Fig. 1: cells colored by class
Scale bar: 100 um.
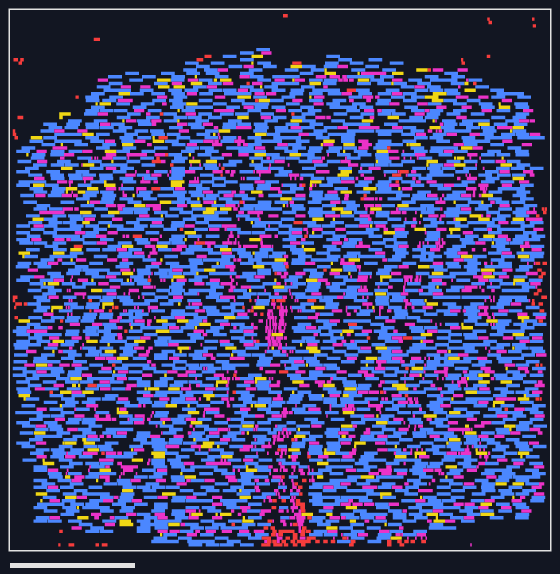
Fig. 2: metal layers overlaid
Scale bar: 100 um. Two of the layers only.
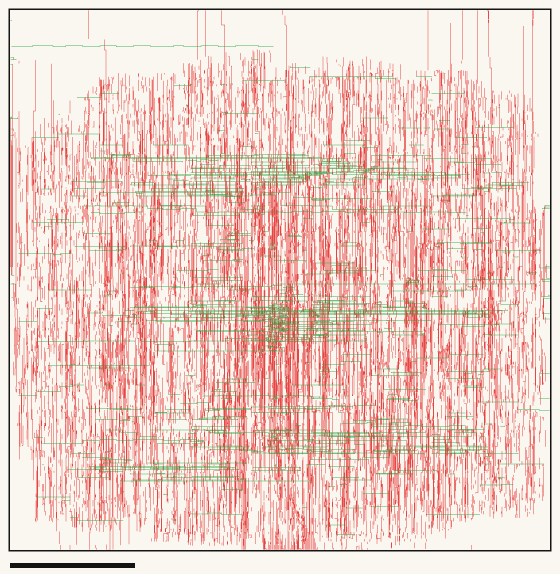
Fig. 3: cell placement
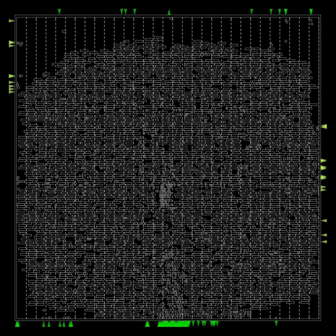
`src/rtl/ahb_pkg.sv`:
```
// ahb_pkg: shared AHB-Lite encodings for the SRAM responder.
//   - HTRANS, HSIZE and HRESP codes
//   - lane_mask(): byte-lane enables for an access of a given size at addr[1:0]
package ahb_pkg;

    typedef enum logic [1:0] {
        TRANS_IDLE   = 2'b00,
        TRANS_BUSY   = 2'b01,
        TRANS_NONSEQ = 2'b10,
        TRANS_SEQ    = 2'b11
    } htrans_e;

    typedef enum logic [2:0] {
        SIZE_BYTE = 3'd0,
        SIZE_HALF = 3'd1,
        SIZE_WORD = 3'd2
    } hsize_e;

    typedef enum logic [1:0] {
        RESP_OKAY  = 2'b00,
        RESP_ERROR = 2'b01
    } hresp_e;

    // Size mask shifted into place; sizes above a word give no lanes.
    function automatic logic [3:0] lane_mask(input logic [1:0] a, input logic [2:0] size);
        logic [3:0] m;
        case (size)
            SIZE_BYTE: m = 4'b0001;
            SIZE_HALF: m = 4'b0011;
            SIZE_WORD: m = 4'b1111;
            default:   m = 4'b0000;
        endcase
        return m << a;
    endfunction

endpackage

```
`src/rtl/ahb_sram_mem.sv`:
```
// ahb_sram_mem: word-organised SRAM with per-byte write enables and a
// synchronous, registered read port. Contents and read register are not reset.
// Ports:
//   HCLK         clock
//   we[3:0]      byte write enables for word widx
//   widx, wdata  write word index / data
//   re, ridx     read enable / word index (rdata updates on the next edge)
//   rdata        registered read data
module ahb_sram_mem #(
    parameter int unsigned WORDS = 64,
    parameter int          AW    = 6
) (
    input  logic          HCLK,
    input  logic [3:0]    we,
    input  logic [AW-1:0] widx,
    input  logic [31:0]   wdata,
    input  logic          re,
    input  logic [AW-1:0] ridx,
    output logic [31:0]   rdata
);

    logic [3:0][7:0] mem [WORDS];

    // Read-before-write on a shared index: the top forwards the new bytes.
    always_ff @(posedge HCLK) begin
        for (int b = 0; b < 4; b++) begin
            if (we[b]) mem[widx][b] <= wdata[b*8 +: 8];
        end
        if (re) rdata <= mem[ridx];
    end

endmodule

```
`src/rtl/ahb_sram_slave.sv`:
```
// ahb_sram_slave: AHB-Lite SRAM responder (single and INCR transfers, beat by beat).
// Illegal or out-of-range accesses get a two-cycle ERROR response.
// Optional build macro: WAIT_STATE_EN -- inserts WAIT_CYCLES wait states per beat.
// Ports:
//   HCLK, HRESET          clock, synchronous active-high reset
//   HSEL, HADDR, HTRANS   address phase (sampled when HREADY = 1)
//   HWRITE, HSIZE, HBURST transfer attributes (HBURST is ignored)
//   HWDATA                write data (data phase)
//   HRDATA, HRESP, HREADY data-phase response
module ahb_sram_slave
    import ahb_pkg::*;
#(
    parameter logic [31:0] START_ADDR     = 32'h0,
    parameter int unsigned DEPTH_IN_BYTES = 32'h100,
    parameter int unsigned WAIT_CYCLES    = 2
) (
    input  logic        HCLK,
    input  logic        HRESET,
    input  logic        HSEL,
    input  logic [31:0] HADDR,
    input  logic [1:0]  HTRANS,
    input  logic        HWRITE,
    input  logic [2:0]  HSIZE,
    input  logic [2:0]  HBURST,
    input  logic [31:0] HWDATA,
    output logic [31:0] HRDATA,
    output logic [1:0]  HRESP,
    output logic        HREADY
);

    localparam int unsigned WORDS = DEPTH_IN_BYTES / 4;
    localparam int          AW    = (WORDS > 1) ? $clog2(WORDS) : 1;

    if (DEPTH_IN_BYTES == 0 || DEPTH_IN_BYTES % 4 != 0) begin : g_bad_depth
        $error("DEPTH_IN_BYTES must be a non-zero multiple of 4");
    end
    if (WAIT_CYCLES > 15) begin : g_bad_wait
        $error("WAIT_CYCLES must be in 0..15");
    end

    typedef enum logic [2:0] {
        ST_IDLE,
        ST_ACCESS,
`ifdef WAIT_STATE_EN
        ST_WAIT,
`endif
        ST_ERR1,
        ST_ERR2
    } state_e;

    // Data-phase bookkeeping captured at address-phase sampling.
    typedef struct packed {
        logic          write;
        logic [3:0]    lanes;
        logic [AW-1:0] idx;
    } dphase_t;

    state_e      state;
    logic        hready_q;
    logic [1:0]  hresp_q;
    dphase_t     dph;

`ifdef WAIT_STATE_EN
    localparam logic [3:0] WAIT_INIT = 4'((WAIT_CYCLES == 0) ? 0 : WAIT_CYCLES - 1);
    logic [3:0] wcnt;
`endif

    // ---------------- decode ----------------
    logic [31:0]   off;
    logic          sample, in_range, aligned, legal;
    logic [3:0]    lanes;
    logic [AW-1:0] aidx;

    assign sample   = hready_q & HSEL & HTRANS[1];
    assign off      = HADDR - START_ADDR;
    assign in_range = (HADDR >= START_ADDR) && (off < DEPTH_IN_BYTES);
    assign lanes    = lane_mask(HADDR[1:0], HSIZE);
    assign aidx     = off[AW+1:2];

    always_comb begin
        aligned = 1'b0;
        case (HSIZE)
            SIZE_BYTE: aligned = 1'b1;
            SIZE_HALF: aligned = ~HADDR[0];
            SIZE_WORD: aligned = (HADDR[1:0] == 2'b00);
            default:   aligned = 1'b0;
        endcase
    end

    assign legal = in_range & aligned;

    // ---------------- memory ----------------
    // ACCESS always has HREADY = 1, so a pending write commits on this edge.
    logic        commit, re;
    logic [3:0]  we;
    logic [31:0] mem_rdata;

    assign commit = (state == ST_ACCESS) & dph.write & ~HRESET;
    assign we     = commit ? dph.lanes : 4'b0000;
    assign re     = sample & legal & ~HWRITE & ~HRESET;

    ahb_sram_mem #(.WORDS(WORDS), .AW(AW)) u_mem (
        .HCLK  (HCLK),
        .we    (we),
        .widx  (dph.idx),
        .wdata (HWDATA),
        .re    (re),
        .ridx  (aidx),
        .rdata (mem_rdata)
    );

    // ---------------- read-after-write forwarding ----------------
    // The memory returns the pre-write word when a read is sampled on the
    // edge that commits a write to the same index; patch those bytes in.
    logic [3:0]  fwd_mask;
    logic [31:0] fwd_data;
    logic [31:0] rdata_mix;

    always_ff @(posedge HCLK) begin
        if (HRESET) begin
            fwd_mask <= 4'b0000;
        end else if (re) begin
            fwd_mask <= (commit && dph.idx == aidx) ? dph.lanes : 4'b0000;
            fwd_data <= HWDATA;
        end
    end

    for (genvar b = 0; b < 4; b++) begin : g_lane
        assign rdata_mix[b*8 +: 8] = fwd_mask[b] ? fwd_data[b*8 +: 8] : mem_rdata[b*8 +: 8];
    end

    assign HRDATA = (state == ST_ACCESS && !dph.write) ? rdata_mix : 32'h0;
    assign HRESP  = hresp_q;
    assign HREADY = hready_q;

    // ---------------- FSM ----------------
    always_ff @(posedge HCLK) begin
        if (HRESET) begin
            state    <= ST_IDLE;
            hready_q <= 1'b1;
            hresp_q  <= RESP_OKAY;
            dph      <= '0;
`ifdef WAIT_STATE_EN
            wcnt     <= 4'd0;
`endif
        end else begin
            case (state)
                // Every HREADY = 1 state ends its transfer and may accept a new one.
                ST_IDLE, ST_ACCESS, ST_ERR2: begin
                    hresp_q <= RESP_OKAY;
                    if (sample && !legal) begin
                        state     <= ST_ERR1;
                        hready_q  <= 1'b0;
                        hresp_q   <= RESP_ERROR;
                        dph.write <= 1'b0;
                    end else if (sample) begin
                        dph <= '{write: HWRITE, lanes: lanes, idx: aidx};
`ifdef WAIT_STATE_EN
                        if (WAIT_CYCLES != 0) begin
                            state    <= ST_WAIT;
                            hready_q <= 1'b0;
                            wcnt     <= WAIT_INIT;
                        end else begin
                            state    <= ST_ACCESS;
                            hready_q <= 1'b1;
                        end
`else
                        state    <= ST_ACCESS;
                        hready_q <= 1'b1;
`endif
                    end else begin
                        state     <= ST_IDLE;
                        hready_q  <= 1'b1;
                        dph.write <= 1'b0;
                    end
                end
`ifdef WAIT_STATE_EN
                ST_WAIT: begin
                    if (wcnt == 4'd0) begin
                        state    <= ST_ACCESS;
                        hready_q <= 1'b1;
                    end else begin
                        wcnt <= wcnt - 4'd1;
                    end
                end
`endif
                ST_ERR1: begin
                    state    <= ST_ERR2;
                    hready_q <= 1'b1;
                    hresp_q  <= RESP_ERROR;
                end
                default: begin
                    state    <= ST_IDLE;
                    hready_q <= 1'b1;
                    hresp_q  <= RESP_OKAY;
                end
            endcase
        end
    end

    logic unused;
    assign unused = ^{HBURST, HTRANS[0]};

endmodule

```
`config.mk`:
```
export PLATFORM = sky130hd
export DESIGN_NAME = ahb_sram_slave
export DESIGN_NICKNAME = d
export VERILOG_FILES = /design/src/rtl/ahb_pkg.sv /design/src/rtl/ahb_sram_mem.sv /design/src/rtl/ahb_sram_slave.sv
export SDC_FILE = /design/constraint.sdc
export NUM_CORES = 2
export LEC_CHECK = 0
export CORE_MARGIN = 2
export CORE_UTILIZATION = 45
export DETAILED_ROUTE_END_ITERATION = 6
export PLACE_DENSITY = 0.56
export SLEW_MARGIN = 20
export SYNTH_ARGS = -nofsm -noshare
export SYNTH_HDL_FRONTEND = slang
export SYNTH_SLANG_ARGS = --single-unit
```
`constraint.sdc`:
```
create_clock -name HCLK -period 6.68 [get_ports HCLK]
set_clock_uncertainty 0.2 [all_clocks]
set_input_delay 1.336 -clock HCLK [delete_from_list [all_inputs] [get_ports HCLK]]
set_output_delay 1.336 -clock HCLK [all_outputs]
set_load 0.05 [all_outputs]
```
==> qor.yml <==
clock_tree:
  clk_pin_slew_ns: 0.06
  cts_tree: "done"
  postCtsSetupBuffers: 0
  cts-htree-levels: 4
  clk_latency_ns: 0.84
  cts.sinks: 2130
  clk_path_buf_depth: 3
  cts-buffers-inserted: 214
  clockRootBuffer: "clkbuf_16"
final_timing:
  worst_pin_slew_ns: 1.19
  final_hold_viol_count: 0
  tns_ns: 0
  fin_crit_ns: 5.27
  relSlewSlack_pct: 20.7
  finalCritPeriodShare_pct: 78.9
  finalSetupViolations: 0
  whs_ns: 0.262
  slew_viol_final: 0
  final.setup.worst_slack_ns: 1.41
  rsz0062_at_grt: "false"
synthesis:
  logic_family: "multiplexers"
  fp_nets: 3884
  ys_top_cells_by_count: "2,112 x edfxtp_1, 561 x mux4_2, 310 x nor2_1"
  compound_area_share_pct: 1.30
  ys_warn_count: 0
  top_cell_area_share_pct: 76.6
  flop_cell: "edfxtp_1"
  top_cells_by_area: "edfxtp_1 77%, mux4_2 15%, mux2i_1 2.1%"
  synthArstFlopShare_pct: 0
  syn_inst: 3808
  synthDistinctLibCells: 49
  synth_xor_xnor_area_share_pct: 0.0635
critical_path:
  startpoint_type: "flip-flop"
  cp.arrival_ns: 3.73
  cp_cell_sequence: "mux2i_1 -> nor2_1 -> clkdlybuf4s50_1"
  reg2reg_to: "u_mem.mem[57][3]$_DFFE_PP_"
  r2r_cells: 3
  reg2reg_slack_ns: 2.64
  crit_path_end: "HRDATA[19]"
  endpoint_kind: "output port"
  crit_fanout: 9
  path_delay_family: "flip-flops"
pwr:
  p_per_area_mw_per_mm2: 294
  p_clk_mw: 11.5
  switching_share_pct: 21.1
  power_mw: 27.4
  pg_seq_mw: 14.7
  clock_power_share_pct: 41.8
  power_leader: "registers"
cells_and_area:
  num-multi-input-gates: 1455
  final_cell_area_mm2: 0.0932
  diodes: 21
  reg_top3: "u_mem.mem: 2048 flops, fwd_data: 32 flops, u_mem.rdata: 32 flops"
  final_core_util_pct: 51.0
  drive_gt1_share_pct: 24.0
  regMostFlops: "u_mem.mem"
  nNonClkBuffers: 187
  layout.nonclk_buf_share_pct: 1.89
  lay_top_count: "edfxtp_1"
  syn2layout_area_growth_pct: 12.6
hold_path:
  holdPathStages: 2
  min-delay-start: "dph[10]$_SDFFE_PP0N_"
  min_to: "dph[10]$_SDFFE_PP0N_"
die:
  fp.dieArea_mm2: 0.187
  initial_core_util_pct: 45.3
  io_pins: 111
job:
  warnings: 31
  maxCapViolations: 0
global_route:
  grt_busiest_layer: "met2"
  grt_pass1_wl_um: 305000
  antenna_found_initial: 31
  grt_util_met2_pct: 35.9
  met3_usage_pct: 5.34
routing:
  drc_errors: 0
  drtPass1Iterations: 7
  dr.max_layer_used: "met5"
  drtIter0Drc: 4896
  wl_met1_um: 91800
  wirelength_um: 218000
  dr_wl_met2_um: 103000
  viasPerCell: 5.91
  route.met3.wl_um: 16600
placement:
  dp_cells: 6237
  portBuffers: 105
outcome:
  run_status: "complete, no violations"
## Picture notes: Fig. 1
Yellow is clock drivers and dummy loads, cells 395. Red is remaining buffers and delay cells, cells 187. Blue is registers, cells 2,130. Magenta is remaining logic cells, cells 1,456.
row count: 157
Seq area share: 68.4%

## Picture notes: Fig. 2
Green is M3, wire length 16,600 um. Red is M2, wire length 103 mm.
Avg WL per Cell: 32.8 um
via count: 39,300
Tot GR Track Use: 23.4%

## Picture notes: Fig. 3
core area: 0.183 mm^2
Post-Layout Cell Count: 6,653
tap cell count: 2,464
tally of filler cells in the layout: 14,500
flop count: 2,130

Power figures rest on the tool's default switching activity, not on a simulated workload.
